## src/rtl/mdr_load_ctrl.sv

```systemverilog
// Memory-load controller: one word-aligned bus read per load, result latched into the MDR.
// Optional MDR_TIMEOUT_EN aborts a read that sees no mem_ack within TIMEOUT_CYCLES cycles.
module mdr_load_ctrl #(
  parameter int unsigned TIMEOUT_CYCLES = 255
) (
  input  logic        clk,
  input  logic        rst_n,
  input  logic        ld_req,
  input  logic [31:0] ld_addr,
  input  logic [1:0]  ld_size,
  output logic [31:0] mem_addr,
  output logic        mem_stb,
  input  logic        mem_ack,
  input  logic [31:0] mem_din,
  output logic [31:0] mdr_out,
  output logic [1:0]  mdr_pos,
  output logic        busy,
  output logic        ld_done,
  output logic        ld_err
);
  typedef enum logic [1:0] {IDLE, REQ, DONE, ERR} state_t;

  state_t state, state_nxt;
  logic   req_ok, tmo;
  logic   stb_nxt, done_nxt, err_nxt, accept, capture;

  always_comb begin
    req_ok = 1'b1;
    case (ld_size)
      2'b01:   req_ok = ~ld_addr[0];
      2'b10:   req_ok = (ld_addr[1:0] == 2'b00);
      2'b11:   req_ok = 1'b0;
      default: req_ok = 1'b1;
    endcase
  end

`ifdef MDR_TIMEOUT_EN
  // Terminal at TIMEOUT_CYCLES-1 so the abort lands on the edge the count would reach TIMEOUT_CYCLES.
  localparam logic [7:0] TERM = 8'(TIMEOUT_CYCLES - 1);
  logic [7:0] wait_cnt;

  always_ff @(posedge clk or negedge rst_n) begin
    if (!rst_n)             wait_cnt <= '0;
    else if (state != REQ)  wait_cnt <= '0;
    else if (!mem_ack)      wait_cnt <= wait_cnt + 8'd1;
  end

  assign tmo = (wait_cnt == TERM);
`else
  localparam int unsigned unused_timeout = TIMEOUT_CYCLES;
  assign tmo = 1'b0;
`endif

  always_comb begin
    state_nxt = state;
    stb_nxt   = 1'b0;
    done_nxt  = 1'b0;
    err_nxt   = 1'b0;
    accept    = 1'b0;
    capture   = 1'b0;
    case (state)
      IDLE: begin
        if (ld_req) begin
          if (req_ok) begin
            state_nxt = REQ;
            stb_nxt   = 1'b1;
            accept    = 1'b1;
          end else begin
            state_nxt = ERR;
          end
        end
      end
      REQ: begin
        // ack beats a coincident timeout
        if (mem_ack) begin
          state_nxt = DONE;
          done_nxt  = 1'b1;
          capture   = 1'b1;
        end else if (tmo) begin
          state_nxt = ERR;
        end else begin
          stb_nxt   = 1'b1;
        end
      end
      DONE:    state_nxt = IDLE;
      ERR: begin
        state_nxt = IDLE;
        err_nxt   = 1'b1;
      end
      default: state_nxt = IDLE;
    endcase
  end

  always_ff @(posedge clk or negedge rst_n) begin
    if (!rst_n) begin
      state    <= IDLE;
      mem_stb  <= 1'b0;
      busy     <= 1'b0;
      ld_done  <= 1'b0;
      ld_err   <= 1'b0;
      mem_addr <= '0;
      mdr_out  <= '0;
      mdr_pos  <= '0;
    end else begin
      state   <= state_nxt;
      mem_stb <= stb_nxt;
      busy    <= (state_nxt != IDLE);
      ld_done <= done_nxt;
      ld_err  <= err_nxt;
      if (accept) begin
        mem_addr <= {ld_addr[31:2], 2'b00};
        mdr_pos  <= ld_addr[1:0];
      end
      if (capture) mdr_out <= mem_din;
    end
  end

endmodule

```

## config.mk

```make
export PLATFORM = sky130hd
export DESIGN_NAME = mdr_load_ctrl
export DESIGN_NICKNAME = d
export VERILOG_FILES = /design/src/rtl/mdr_load_ctrl.sv
export SDC_FILE = /design/constraint.sdc
export NUM_CORES = 1
export LEC_CHECK = 0
export CAP_MARGIN = 10
export CORE_MARGIN = 2
export CORE_UTILIZATION = 43
export CTS_CLUSTER_SIZE = 25
export DETAILED_ROUTE_END_ITERATION = 12
export PLACE_DENSITY = 0.89
export SETUP_SLACK_MARGIN = 0.3
export SLEW_MARGIN = 20
export SYNTH_ARGS = -nofsm -noshare
export SYNTH_HDL_FRONTEND = slang
export SYNTH_SLANG_ARGS = --single-unit
```

## constraint.sdc

```tcl
create_clock -name clk -period 3.1 [get_ports clk]
set_clock_uncertainty 0.2 [all_clocks]
set_input_delay 0.465 -clock clk [delete_from_list [all_inputs] [get_ports clk]]
set_output_delay 0.465 -clock clk [all_outputs]
set_load 0.1 [all_outputs]
```

Fig. 1: run 1, clock distribution
Drawn at 4 px/um.
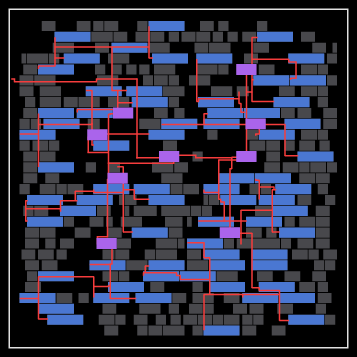
[red] clock wires | length: 768 um
[blue] flip-flops | count: 70
[purple] cells driving clock nets | count: 9
routed clock nets	10
flops lie	spread over the die
clock latency reported for the late side of the worst-skew pair: 0.33 ns

Fig. 2: run 1, routing congestion
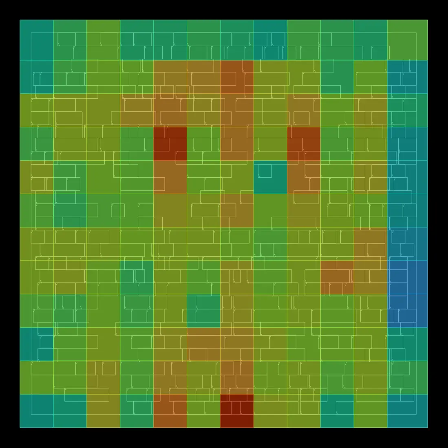
wire per inst: 15.5 um
met2 Use GR: 27.1%
highest-utilization routing layer at the global route stage: met2
fraction of met1 tracks used by global routing: 21.4%

Fig. 3: run 1, local utilization
Drawn at 4 px/um. 8 x 8 tiles, from dark blue (low) to red (high), 0 to 100% covered.
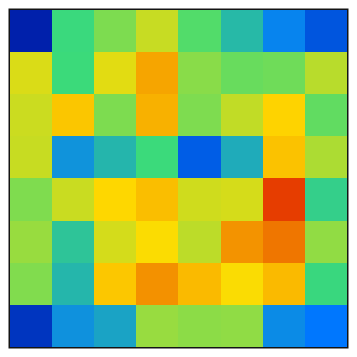
mean over tiles	58%
tiles over 75% full	22%
fullest tile	93%

==> notes.md, run 1 <==
Physical implementation

The floorplan step set the die width to 84.2 um. Sequential elements use a little over three fifths of the synthesized area. The number of standard cells reported by yosys is 157. Summing over the stages, the warning tally comes to 26.

Routability-driven placement finished with a final weighted congestion of between 0.7 and 0.8. Buffers inserted to repair hold after CTS numbered 0. The number of maximum-capacitance constraint violations is 0. The post-route DRC violation count is 0.

The global-route total usage across every layer is around 17%. The total buffers and inverters traversed by the critical path is 2. Hold timing on the final database bottoms out at a slack of ~0.040 ns. Leaving out fill and tap cells, the most frequent cells in the layout are sky130_fd_sc_hd__dfrtp_1, sky130_fd_sc_hd__buf_4, sky130_fd_sc_hd__clkdlybuf4s50_1. The count of different cell masters after synthesis is 18.

The total number of vias is between 1500 and 2000. The floorplan has 29 rows. The slack of the critical path is roughly 1.1 ns. The detailed router reported a total wirelength of about 5.9 mm. The share of post-route cells with drive strength above 1 is between 50% and 60%. The largest single stage delay on the critical path is around 0.51 ns. The initial antenna violation count is 0. The maximum achievable frequency is a little over 500 MHz.

The net total in the final layout is roughly 370. Once placement finished, the instance area stood at between 0.004 and 0.005 mm^2. The average size of a mapped cell is 17.6 um^2. The count of buffers from port buffering is around 140. After routing, the total negative slack on setup checks comes to 0 ns.

The clock drives about 70 sinks. Per the OpenROAD floorplan log, the area of the die is a little over 0.007 mm^2. The number of warnings printed during yosys synthesis is 0. The maximum level of the CTS H-tree is 3.

The antenna cell count is 0. The area recorded from the Yosys report for this design is ~0.0028 mm^2. Looking at the post-CTS report, the setup buffer insertion count equals 0. Per the CTS log, the root buffer master is sky130_fd_sc_hd__clkbuf_8. Global routing finished with a remaining overflow of 0. The detailed placer reported the number of placed instances as approximately 370. The family with the most delay on the worst path is buffers and inverters. After technology mapping, the gate count stands at ~160. Detailed placement finished with a half-perimeter wire length of between 4 and 5 mm. The final timing report counts setup violations totalling 0.

Post-route period utilization is reported as between 60% and 70%. The finished cells cover around 0.0042 mm^2. The critical path in this run is classified as input port to flop. The detail route stage leaves a number of antenna-violating nets equal to 0. Looking at the critical path, the single cell with the biggest stage delay is sky130_fd_sc_hd__clkdlybuf4s50_1. The floorplan step set the die height to between 80 and 90 um.

The area of the multi-input gates is about 940 um^2. The post-synthesis instance area is 0.00277 mm^2. The number of global-route vias before repair is roughly 1900. The maximum count of clock buffers along a single path is 2. The maximum fanout along the worst path is 31.

The slew at the pin closest to its max-slew limit is around 0.86 ns. The relative slew slack is a little over two fifths. In this run, post-CTS repair resized a total of 0 instances. The clock period minus final worst setup slack is 1.97 ns. The number of synthesized register bits is about 70. The number of max-slew violations in the final report is 0. Once layout is complete, the cells apart from fillers number approximately 380. Between the synthesized netlist and the finished layout, the area growth was recorded as 52.6%. The worst setup timing slack at the placement stage is between 0.7 and 0.8 ns. The flow ran to the end, and the final reports show no timing, DRC or antenna violations. The worst setup path is captured at a flop. The footprint of the flip-flops and latches is roughly 0.0018 mm^2.

~140 I/O pins were placed. TritonCTS built the clock tree.

The hold violation total from the final report is 0. Before antenna repair, the detailed router went through 2 iterations. Setup repair after global routing left no endpoint under its margin. Entering global routing, the biggest net connects between 70 and 80 pins.

The number of buffers inserted during clock tree synthesis is 9. The worst hold-check path type is input port to asynchronous set/reset pin. The critical path endpoint has a required time of around 3.1 ns.

The signal on the critical path passes through clkdlybuf4s50_1, a21oi_1, o21ai_4, buf_12, mux2_2. The clock slew at the register clock pins of the worst setup and hold paths is around 0.07 ns. Per the layout report, the design carries between 400 and 500 filler cells. The kind of launch point of the worst setup path is an input port.
[run 1: cell type report]
type,instances,area share [%]
Sequential cell,70,41.5
Timing Repair Buffer,139,29.0
Multi-Input combinational cell,79,22.3
Clock buffer,9,2.93
Tap cell,77,2.28
Clock inverter,7,1.93
Inverter,1,0.0889
[run 1: Yosys cell counts, drive strengths merged]
cell	number	area [um^2]
nor3	1	10.0
a211oi	1	7.51
nand3b	1	11.3
and2	1	7.51
dfrtp	70	1750
a21o	1	8.76
o21ai	2	13.8
a21oi	1	5.00
or2b	1	8.76
mux2	64	830
conb	1	3.75
buf	8	82.6
inv	1	3.75
nor2	3	11.3
nor3b	1	12.5
[run 1: registers in the layout (all words and copies together), names as in the netlist]
name / cells
ld_err: 1
mdr_out: 32
ld_done: 1
mdr_pos: 2
mem_addr: 30
state: 2
busy: 1
mem_stb: 1
[run 1: kinds of logic after synthesis]
group                  count (synthesis)  synth area share (%)
DFF                                   70                  63.3
muxes                                 64                  30.0
buffers and inverters                  9                  3.12
and+or+nand+nor                        8                  2.22
AOI/OAI and AO/OA                      5                  1.27
other                                  1                 0.135
[run 1: layer usage]
metal / up-vias / wire length, um / GRT usage [%]
met3: 6 / 477 / 4.92
met5: - / 0 / 0
met4: 0 / 48 / 6.16
met1: 872 / 2390 / 21.4
met2: 83 / 3000 / 27.1
li1: 827 / - / -
[run 1: worst paths after layout]
kind / from / to / slack [ns] / depth (start not counted)
max reg2reg: state[0] / mem_addr[19] / 1.36 / 4
min in group clk: mdr_out[25] / mdr_out[25] / 0.31 / 1
max in group asynchronous: rst_n / mem_addr[20] / 2.10 / 1
min reg2reg: mdr_out[25] / mdr_out[25] / 0.31 / 1
min: rst_n / mdr_out[1] / 0.04 / 1
max: ld_addr[0] / mem_addr[2] / 1.13 / 5
Fig. 4: run 1, signal wires on met3
Drawn at 6 px/um.
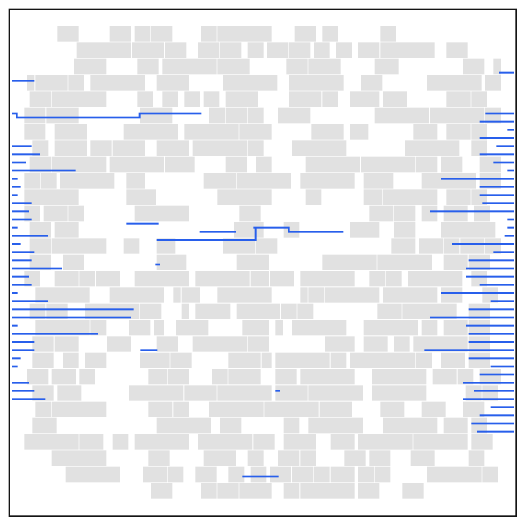

## Run 2: what changed since run 1
--- a/config.mk
+++ b/config.mk
@@ -7,10 +7,10 @@
 export LEC_CHECK = 0
 export CAP_MARGIN = 10
 export CORE_MARGIN = 2
-export CORE_UTILIZATION = 43
+export CORE_UTILIZATION = 40
 export CTS_CLUSTER_SIZE = 25
 export DETAILED_ROUTE_END_ITERATION = 12
-export PLACE_DENSITY = 0.89
+export PLACE_DENSITY = 0.84
 export SETUP_SLACK_MARGIN = 0.3
 export SLEW_MARGIN = 20
 export SYNTH_ARGS = -nofsm -noshare
==> constraint.sdc (replaced) <==
create_clock -name clk -period 1.95 [get_ports clk]
set_clock_uncertainty 0.2 [all_clocks]
set_input_delay 0.2925 -clock clk [delete_from_list [all_inputs] [get_ports clk]]
set_output_delay 0.2925 -clock clk [all_outputs]
set_load 0.1 [all_outputs]
Fig. 5: run 2, signal wires on met3
Drawn at 6 px/um.
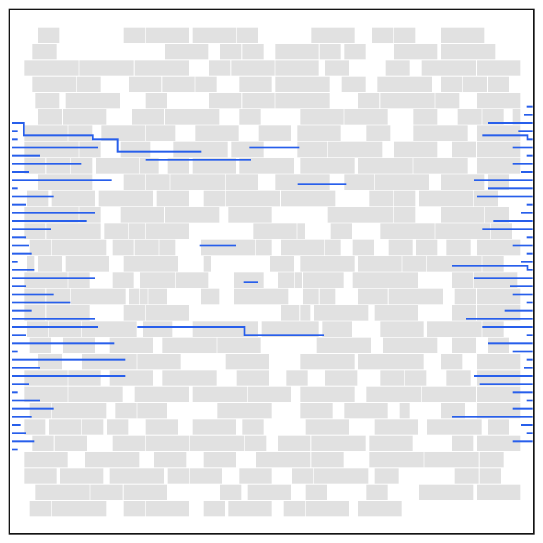
longest straight run	18.6 um
share of all routed wire	8.5%
number of vias after detailed routing: 1847
wire length reported by the detailed router: 6.42 mm

Fig. 6: run 2, wires at chosen ports, followed through buffers
Drawn at 3 px/um.
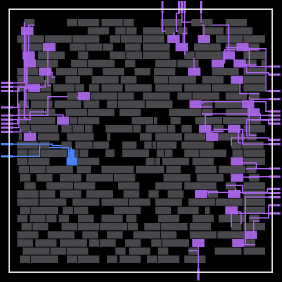
colour	port	bits	direction	end cells	buffers	wire
purple	mem_din	32	input	32	32	682 um
blue	ld_size	2	input	2	2	45.4 um

==> run 2 against run 1 <==
  * Global-route usage rose by 1.4 points
  * Critical path depth did not move
  * Sequential share of layout area fell by 8.0 points
  * Cell area rose by 24%
  * Critical endpoint is now mem_addr[31]
==> notes.md, run 2 <==
Physical implementation

The number of standard cells reported by yosys came to 157 (unchanged). The filler-free cell count of the finished design is 392 (+2.6%). The fraction of the yosys area taken by sequential cells is 63.3% (unchanged). The slew at the pin closest to its max-slew limit is 0.538 ns (-0.322 ns). The chip width is 87.2 um (+3.5%).

Note that the worst hold path type here is input port to asynchronous set/reset pin. The cell taking the most area after synthesis is sky130_fd_sc_hd__dfrtp_1. The growth of design area from synthesis to finish is 89.3%.

The latest clock arrival within the worst-skew pair is 0.33 ns (about the same). The clock tree from TritonCTS is yes. Setup repair after global routing could not meet its margin everywhere.

The first global-routing pass estimated around 10 mm of wire. The register with the most flip-flops is mdr_out. The post-DP HPWL is 4.90 mm (+13%).

The total congestion overflow after global routing is 0 (unchanged). Clock tree synthesis selected as its root buffer the cell sky130_fd_sc_hd__clkbuf_8. The die height is 87.2 um (+3.5%).

The average size of a mapped cell came to 17.6 um^2 (unchanged). The hold violation total from the final report is 0 (unchanged). The area share of the largest cell type after synthesis is 63.3% (unchanged). Static timing analysis puts the maximum clock frequency at just under 600 MHz. The number of sinks handled by clock tree synthesis is 70 (unchanged). The area of the synthesized netlist per yosys stat is 0.00277 mm^2 (unchanged).

The maximum level of the CTS H-tree was 3 (unchanged). The maximum count of clock buffers along a single path is 2 (unchanged). The initial antenna violation count was 0 (unchanged).

The largest registers in the layout are mdr_out x32, mem_addr x30. The post-route worst hold slack came to 0.306 ns (+0.266 ns). The first routing iteration left approximately 60 violations. The share of async-settable or async-resettable flops after synthesis was 100% (unchanged). The post-detailed-route count of antenna-violating nets is 0 (unchanged). The post-synthesis instance area is 0.00277 mm^2 (unchanged). The flow ran to the end, and the final reports show no timing, DRC or antenna violations.

Ranked by total cell area, the synthesized netlist is headed by sky130_fd_sc_hd__dfrtp_1, sky130_fd_sc_hd__mux2_4, sky130_fd_sc_hd__mux2_2. The share of post-route cells with drive strength above 1 is 52.9% (+1.1 points). The cell area reported after detailed placement is 0.00494 mm^2 (+23%). The average vias per placed instance is around 4.7. The arrival time reported for the critical path endpoint is approximately 1.7 ns.

Per the OpenROAD floorplan log, the area of the core is a little under 0.007 mm^2. The post-route DRC violation count is 0 (unchanged). The total buffers and inverters traversed by the critical path came to 2 (unchanged).

The commonest cells after synthesis are sky130_fd_sc_hd__dfrtp_1, sky130_fd_sc_hd__mux2_2, sky130_fd_sc_hd__mux2_4. The number of maximum-capacitance constraint violations is 0 (unchanged). The critical path start-end classification is input port to flop.

The count of buffers from port buffering came to 137 (unchanged). The delay of the slowest critical-path stage is 0.53 ns (+0.02 ns). The number of max-slew violations in the final report was 0 (unchanged).

The maximum fanout along the worst path is 23 (-26%). The largest individual stage delay along the critical path comes from the cell sky130_fd_sc_hd__clkdlybuf4s50_1. The largest net degree at the start of global routing came to 29 (-59%). The global-route total usage across every layer came to 18.1% (+1.4 points).

The library cells used most frequently in the layout, excluding fill and tap cells, are sky130_fd_sc_hd__buf_12, sky130_fd_sc_hd__dfrtp_1, sky130_fd_sc_hd__clkdlybuf4s50_1. The number of warnings printed during yosys synthesis is 0 (unchanged). The number of buffers inserted during clock tree synthesis is 9 (unchanged).

The family with the most delay on the worst path is buffers and inverters. The number of top-level pins came to 140 (unchanged). The worst-case register-to-register setup slack is 0.28 ns (-1.08 ns). The clock period minus final worst setup slack is approximately 1.7 ns. The synthesized netlist cell count was 157 (unchanged).

The required time at the endpoint of the critical path came to 1.97 ns (-1.14 ns). The number of enable-type register cells in the synthesized netlist is 0 (unchanged). The core utilization before placement is around 41%.

The routed length per placed instance is 16.4 um (+5.7%). The total die area is 0.00760 mm^2 (+7.1%). The antenna cell count came to 0 (unchanged).

The placed instance count was 373 (+1.9%). The relative slew slack is 64.1% (+21 points). The number of standard-cell rows in the floorplan is 30 (+3.4%). The commonest register cell is sky130_fd_sc_hd__dfrtp_1.

The worst setup path is captured at a flop. The sum of negative setup slack is 0 ns (unchanged). The number of logged tool warnings is 28 (+7.7%).

The final weighted congestion of routability-driven global placement is 0.704 (-6.8%). The most repeated cell in the gate-level netlist after synthesis is sky130_fd_sc_hd__dfrtp_1. The count of different cell masters after synthesis is 18 (unchanged).

The net total in the final layout is 377 (+1.9%). The cell area after layout is 0.00524 mm^2 (+24%). The count of endpoints failing setup in the final report is 0 (unchanged). The clock slew at the register clock pins of the worst setup and hold paths is 0.08 ns (about the same). The number of flip-flops in the largest register is 32 (unchanged).

The most instantiated logic cell after routing is sky130_fd_sc_hd__buf_12. The post-layout period usage of the worst path is between 80% and 90%. The critical path goes through clkdlybuf4s50_1, a21oi_1, o21ai_4, buf_12, mux2_2. The number of global-route vias before repair is 2066 (+9.3%). The number of synthesized register bits is 70 (unchanged). The kind of launch point of the worst setup path is an input port. The number of search-and-repair iterations in the first detailed-routing pass came to 3 (+1).
Fig. 7: run 2, clock distribution
Drawn at 4 px/um.
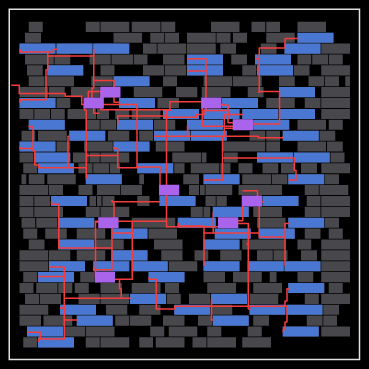
[blue] flip-flops | count: 70
[purple] cells driving clock nets | count: 9
[red] clock wires | length: 874 um
routed clock nets	10

==> run 2: cell counts after synthesis <==
Identical to the previous run, type by type.
==> run 2: layer usage <==
| layer | vias up | GRT usage [%] | routed length, um |
|---|---|---|---|
| met1 | 911 | 21.7 | 2530 |
| met2 | 90 | 30.3 | 3300 |
| met5 | - | 0 | 0 |
| met4 | 0 | 4.20 | 46 |
| li1 | 840 | - | - |
| met3 | 6 | 7.96 | 545 |
==> run 2: area by class of cell <==
type | instances | area [um^2]
clock inverter | 7 | 145
fill | 387 | 1520
timing repair buffer | 146 | 2170
clock buffer | 9 | 124
inverter | 1 | 3.75
tap | 80 | 100
sequential | 70 | 1750
multi-input combinational | 79 | 947
==> run 2: path summary, 6_finish.rpt <==
kind                              from      endpoint  depth (start not counted)
max in group asynchronous        rst_n      state[0]                          3
min                              rst_n   mdr_out[14]                          2
min in group clk           mem_din[14]   mdr_out[14]                          2
min reg2reg                   state[1]          busy                          1
max                         ld_addr[0]  mem_addr[31]                          5
max reg2reg                   state[1]  mem_addr[17]                          4
==> run 2: timing repair <==
item,CTS,global route
pin swaps,0,1
setup buffers,0,2
setup endpoints to repair,32,32
hold buffers,1,0
gates cloned,0,0
resized,1,1
hold endpoints to repair,20,0
==> run 2: stage by stage <==
step	setup slack, ns	util [%]
after floorplan	0.405	-
after global placement	-0.0767	73.1
after detailed placement	-0.118	73.1
after CTS	0.248	77.3
after global routing	0.205	77.6
final	0.245	77.6
==> run 2: logic make-up (layout without fill, tap and decap cells) <==
group	after synthesis	count (layout)	synth area share, %
flip-flops	70	70	63.3
multiplexers	64	64	30.0
buffers and inverters	9	163	3.12
AND/OR/NAND/NOR	8	8	2.22
AND-OR/OR-AND	5	5	1.27
other	1	2	0.135
